PDN straps and rails:
The bar under the picture is 20 um long. Pins as bars on the die edge.
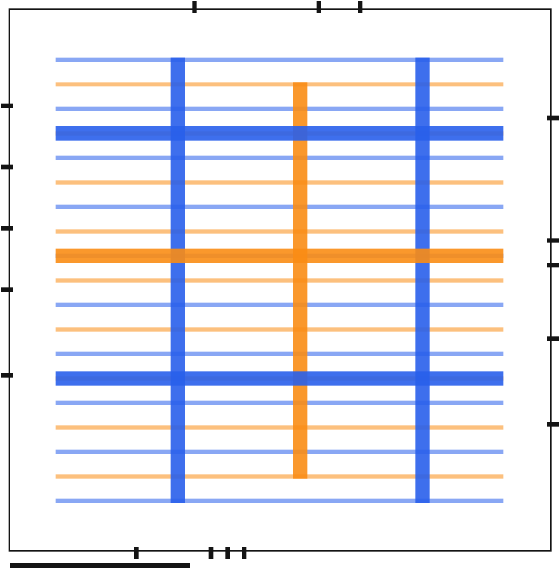
Cells colored by class:
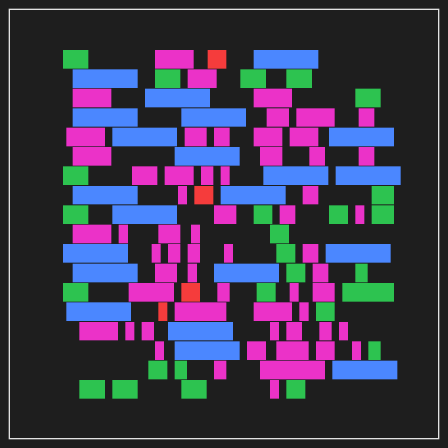
$ cat src/rtl/sqd_pkg.sv
// Shared types and helpers for the serial mod-3 residue path (feeder and tracker).
package sqd_pkg;

  typedef enum logic {
    IDLE  = 1'b0,
    SHIFT = 1'b1
  } state_t;

  localparam int SWF_DEF_WIDTH = 8;

  localparam logic [1:0] R0 = 2'b00;
  localparam logic [1:0] R1 = 2'b01;
  localparam logic [1:0] R2 = 2'b10;

  // Even-index bits weigh 1 (4^k mod 3), odd-index bits weigh 2 (2*4^k mod 3).
  function automatic logic [1:0] mod3_of(input logic [31:0] word);
    int unsigned s;
    s = 0;
    for (int unsigned i = 0; i < 32; i++) begin
      if (word[i]) s += (i % 2 == 0) ? 1 : 2;
    end
    return 2'(s % 3);
  endfunction

endpackage

$ cat src/rtl/mod3_reduce.sv
// Combinational WIDTH-bit word to mod-3 residue reducer.
module mod3_reduce
  import sqd_pkg::*;
#(
  parameter int WIDTH = SWF_DEF_WIDTH
) (
  input  logic [WIDTH-1:0] word,
  output logic [1:0]       rem
);

  assign rem = mod3_of(32'(word));

endmodule

$ cat src/rtl/serial_word_feeder.sv
// Parallel-to-serial word feeder with one-entry holding register and word framing.
// Define SWF_EXP_REM_EN to add the exp_rem/exp_rem_valid expected-residue outputs.
module serial_word_feeder
  import sqd_pkg::*;
#(
  parameter int WIDTH = SWF_DEF_WIDTH,
  parameter int CNT_W = $clog2(WIDTH)
) (
  input  logic             clock,
  input  logic             reset,
  input  logic [WIDTH-1:0] in_data,
  input  logic             in_valid,
  output logic             in_ready,
  output logic             ser_bit,
  output logic             ser_valid,
  output logic             ser_first,
  output logic             ser_last,
  output logic             busy
`ifdef SWF_EXP_REM_EN
  ,
  output logic [1:0]       exp_rem,
  output logic             exp_rem_valid
`endif
);

  state_t             state, state_d;
  logic [WIDTH-1:0]   shreg, shreg_d;
  logic [CNT_W-1:0]   cnt, cnt_d;
  logic [WIDTH-1:0]   pend_data;
  logic               pend_full, pend_full_d;
  logic               cnt_is_last, load_fire, accept;

  assign cnt_is_last = (cnt == CNT_W'(WIDTH - 1));
  assign load_fire   = pend_full && ((state == IDLE) || (state == SHIFT && cnt_is_last));
  assign in_ready    = !reset && (!pend_full || load_fire);
  assign accept      = in_valid && in_ready;

  assign ser_valid = (state == SHIFT);
  assign ser_bit   = ser_valid && shreg[WIDTH-1];
  assign ser_first = ser_valid && (cnt == '0);
  assign ser_last  = ser_valid && cnt_is_last;
  assign busy      = ser_valid || pend_full;

  always_comb begin
    state_d     = state;
    shreg_d     = shreg;
    cnt_d       = cnt;
    pend_full_d = pend_full;
    if (accept)         pend_full_d = 1'b1;
    else if (load_fire) pend_full_d = 1'b0;
    case (state)
      IDLE: begin
        if (load_fire) begin
          state_d = SHIFT;
          shreg_d = pend_data;
          cnt_d   = '0;
        end
      end
      SHIFT: begin
        if (cnt_is_last) begin
          cnt_d = '0;
          // Reload on the last bit keeps the next word's MSB directly after this LSB.
          if (load_fire) shreg_d = pend_data;
          else begin
            state_d = IDLE;
            shreg_d = shreg << 1;
          end
        end else begin
          shreg_d = shreg << 1;
          cnt_d   = cnt + CNT_W'(1);
        end
      end
      default: state_d = IDLE;
    endcase
  end

  always_ff @(posedge clock or posedge reset) begin
    if (reset) begin
      state     <= IDLE;
      shreg     <= '0;
      cnt       <= '0;
      pend_full <= 1'b0;
      pend_data <= '0;
    end else begin
      state     <= state_d;
      shreg     <= shreg_d;
      cnt       <= cnt_d;
      pend_full <= pend_full_d;
      if (accept) pend_data <= in_data;
    end
  end

`ifdef SWF_EXP_REM_EN
  logic [1:0] pend_rem;

  mod3_reduce #(.WIDTH(WIDTH)) u_mod3_reduce (
    .word (pend_data),
    .rem  (pend_rem)
  );

  always_ff @(posedge clock or posedge reset) begin
    if (reset)          exp_rem <= R0;
    else if (load_fire) exp_rem <= pend_rem;
  end

  assign exp_rem_valid = ser_last;
`endif

endmodule

$ cat config.mk
export PLATFORM = sky130hd
export DESIGN_NAME = serial_word_feeder
export DESIGN_NICKNAME = d
export VERILOG_FILES = /design/src/rtl/sqd_pkg.sv /design/src/rtl/mod3_reduce.sv /design/src/rtl/serial_word_feeder.sv
export SDC_FILE = /design/constraint.sdc
export NUM_CORES = 1
export LEC_CHECK = 0
export CELL_PAD_IN_SITES_DETAIL_PLACEMENT = 1
export CELL_PAD_IN_SITES_GLOBAL_PLACEMENT = 1
export CORE_MARGIN = 5
export CORE_UTILIZATION = 41
export CTS_CLUSTER_SIZE = 25
export DETAILED_ROUTE_END_ITERATION = 16
export PLACE_DENSITY_LB_ADDON = 0.1
export SETUP_SLACK_MARGIN = 0.4
export SLEW_MARGIN = 30
export SYNTH_ARGS = -nofsm -noshare
export SYNTH_HDL_FRONTEND = slang
export SYNTH_HIERARCHICAL = 1
export SYNTH_SLANG_ARGS = --single-unit
export TNS_END_PERCENT = 10
$ cat constraint.sdc
create_clock -name clock -period 1.8 [get_ports clock]
set_input_delay 0.18 -clock clock [delete_from_list [all_inputs] [get_ports clock]]
set_output_delay 0.18 -clock clock [all_outputs]
set_load 0.01 [all_outputs]
==> reports/qor.yml <==
placed_design:
  dp_hpwl_um: 1513
  portBuffers: 16
  gp_congestion: 0.6903
  place_area_mm2: 0.001269
setup_path:
  critPathKind: "reg2out"
  max_stage_delay_ps: 400
  r2r_slack_ps: 150
  worstPathCellList: "ha_2 -> ha_4 -> and2b_1 -> a21oi_1 -> buf_2"
  cp_max_fo: 2
  worstRegToRegCells: 6
  arrival_ps: 1490
  cp-end-kind: "primary output"
  worstPathRequired_ps: 1620
  worst_path_max_delay_cell: "dfrtp_1"
  cp-start-kind: "flop"
synthesis:
  synth_nets: 98
  synth_top_area_share: 0.5141
  synth_area_mm2: 0.001022
  async_flop_share: 1.000
  top_cell: "dfrtp_1"
  synth.distinct_cells: 23
  yosysWarnings: 6
  synth_stat.cells: 84
  ys_area_mm2: 0.001022
  ys_seq_share: 0.5141
  common_cells: "dfrtp_1 (21), nand2_1 (10), mux2_4 (8), inv_1 (6)"
  largest_area_cell: "dfrtp_1"
  numSynthFlops: 21
  synthesis.instances: 84
  edf_count: 0
  area_leaders: "dfrtp_1 (51%), mux2_4 (12%), o221a_2 (4.4%)"
  synth_top_flop_cell: "dfrtp_1"
  syn_avg_cell_area_um2: 12.17
floorplan:
  fp.dieW_um: 59.93
  die_y_um: 59.93
  core_mm2: 0.002432
  fp_util: 0.4203
  die-area_mm2: 0.003592
  ioPinCount: 17
power:
  combinationalPowerShare: 0.459
  p_leak_nw: 0.6191
  pwr-share-seq: 0.426
  internal_power_w: 0.001289
  peakVddDrop_uv: 786.2
  finalPower_w: 0.001949
  power_frac_clock: 0.115
  switching_share: 0.3386
  p_sw_w: 0.0006599
sta:
  slew_headroom: 0.8151
  final-hold-violation-count: 0
  fin_skew_ps: 3.541
  rsz0062_at_grt: "yes"
  fin_crit_ps: 1669
  max_freq_mhz: 599.0
  worst_pin_slew_ps: 277.3
  setup_viol: 0
  fin_crit_sh: 0.9275
  tns_ps: 0
  maxSlewViolCount: 0
grt:
  antenna_found_initial: 0
  grt_max_degree: 22
  grt-ovfl-total: 0
  grt_pass1_wl_um: 3677
  grtUsageTotal: 0.1403
  grt_pass1_vias: 816
clocking:
  cts_buffers: 3
  cts_hold_buf: 0
  cts_tree: "yes"
  htreeDepth: 1
  path_clk_slew_ps: 110
  cts.sinks: 21
  clk_latency_ps: 300
  clock_path_buffers: 2
job:
  openroad.warnings: 30
  maxCapViolCount: 0
min_path:
  worst_hold_path_type: "in2async"
route:
  vias: 723
  wl_um: 2071
  drc: 0
  drt_pass1_iterations: 4
  detail_route.wl_per_cell_um: 14.79
  routed_via_density: 5.164
  drtIter0Drc: 19
  drtAntennaViolNets: 0
layout:
  area_growth_pct: 28.40
  fin_nets: 125
  n_antenna_cell: 0
  drive_above_1_share: 0.3182
status:
  outcome: "complete, no violations"
-- 'PDN straps and rails' (at the start) --
- VDD: orange
- VSS: blue
- met4 straps: 3
- met5 straps: 3
- rows: 18
- signal pins: 17

-- 'cells colored by class' (at the start) --
- clock drivers and dummy loads: red (cells 4; share of their area 2.1%)
- remaining logic cells: magenta (cells 59; share of their area 39%)
- remaining buffers and delay cells: green (cells 26; share of their area 18%)
- registers: blue (cells 21; share of their area 41%)
final core occ: 0.5396
Seq area share: 0.4004
post-route cell area: 0.001313 mm^2
row count: 18

## through the flow
step / instances / setup WS, ps / util
6_report: 140 / 130.5 / 0.5396
5_1_grt: 140 / 75.00 / 0.5396
2_1_floorplan: 84 / 334.1 / -
4_1_cts: 139 / 120.3 / 0.5370
3_5_place_dp: 132 / 84.71 / 0.5216
3_3_place_gp: 132 / 113.5 / 0.5216
## worst max-delay path, delay by kind of cell (launching register included)
kind / cells / cell delay [ps]
buffers and inverters: 1 / 140
AOI/OAI and AO/OA: 1 / 70
DFF: 1 / 400
adders and majority gates: 2 / 350
and+or+nand+nor: 1 / 220
## power groups by stage
stage	clock [W]	sequential [W]	combinational (W)
floorplan	0	0.000796	0.000654
global placement	0	0.000833	0.000868
detailed placement	0	0.000839	0.000895
CTS	0.000237	0.000832	0.000896
global route	0.000254	0.000854	0.00100
finish	0.000223	0.000830	0.000896
## area by class of cell
class	count	area [um^2]
fill	256	1120
clock buffer	4	26.28
multi-input combinational	53	470.5
inverter	6	22.52
tap	30	37.54
sequential	21	525.5
timing repair buffer	26	230.2
## repair_timing
| action | in CTS | in global routing |
|---|---|---|
| setup buffers | 3 | 1 |
| pin swaps | 2 | 1 |
| endpoints found under the hold margin | 0 | 0 |
| setup endpoints to repair | 23 | 23 |
| gates resized | 12 | 3 |
## registers in the layout, indices dropped and copies added (netlist names)
name / cells
shreg: 8
pend_data: 8
ser_valid: 1
cnt: 3
pend_full: 1
## layer usage
metal  vias to the layer above  global-route usage  part of all wire  wire length [um]
li1                        351                   -                 -                 -
met1                       352              0.1822              0.46               947
met2                        15              0.2176              0.48               989
met3                         5             0.02808             0.043                89
met4                         0             0.07595             0.022                45
met5                         -                   0                 0                 0
## kinds of logic after synthesis
| family | synth area share |
|---|---|
| buf+inv | 0.05385 |
| compound gates | 0.1371 |
| fa+ha+maj | 0.03672 |
| flops | 0.5141 |
| mux | 0.1175 |
| simple gates | 0.1408 |
## cell usage in the layout, fill, tap and decap left out, types with 2 or more instances in the layout
master and n:
buf_2 2, mux2_4 8, buf_4 9, dlygate4sd2_1 2
dfrtp_1 21, nand2_1 9, a32oi_1 3, inv_1 6
nor2b_1 3, o21ai_0 4, nand2b_1 2, clkdlybuf4s50_1 11
nand3_1 2, clkbuf_4 3, and2_1 2, a211o_1 3
o221a_2 4
## path summary, 6_finish.rpt
check | from | to
hold reg to reg | shreg[3] | shreg[3]
min in group clock | in_data[1] | pend_data[1]
setup / recovery | cnt[1] | in_ready
max in group asynchronous | reset | pend_data[0]
setup reg to reg | cnt[1] | pend_data[6]
hold / removal | reset | cnt[0]
No activity file was given, so power comes from the tool's default toggle rates.
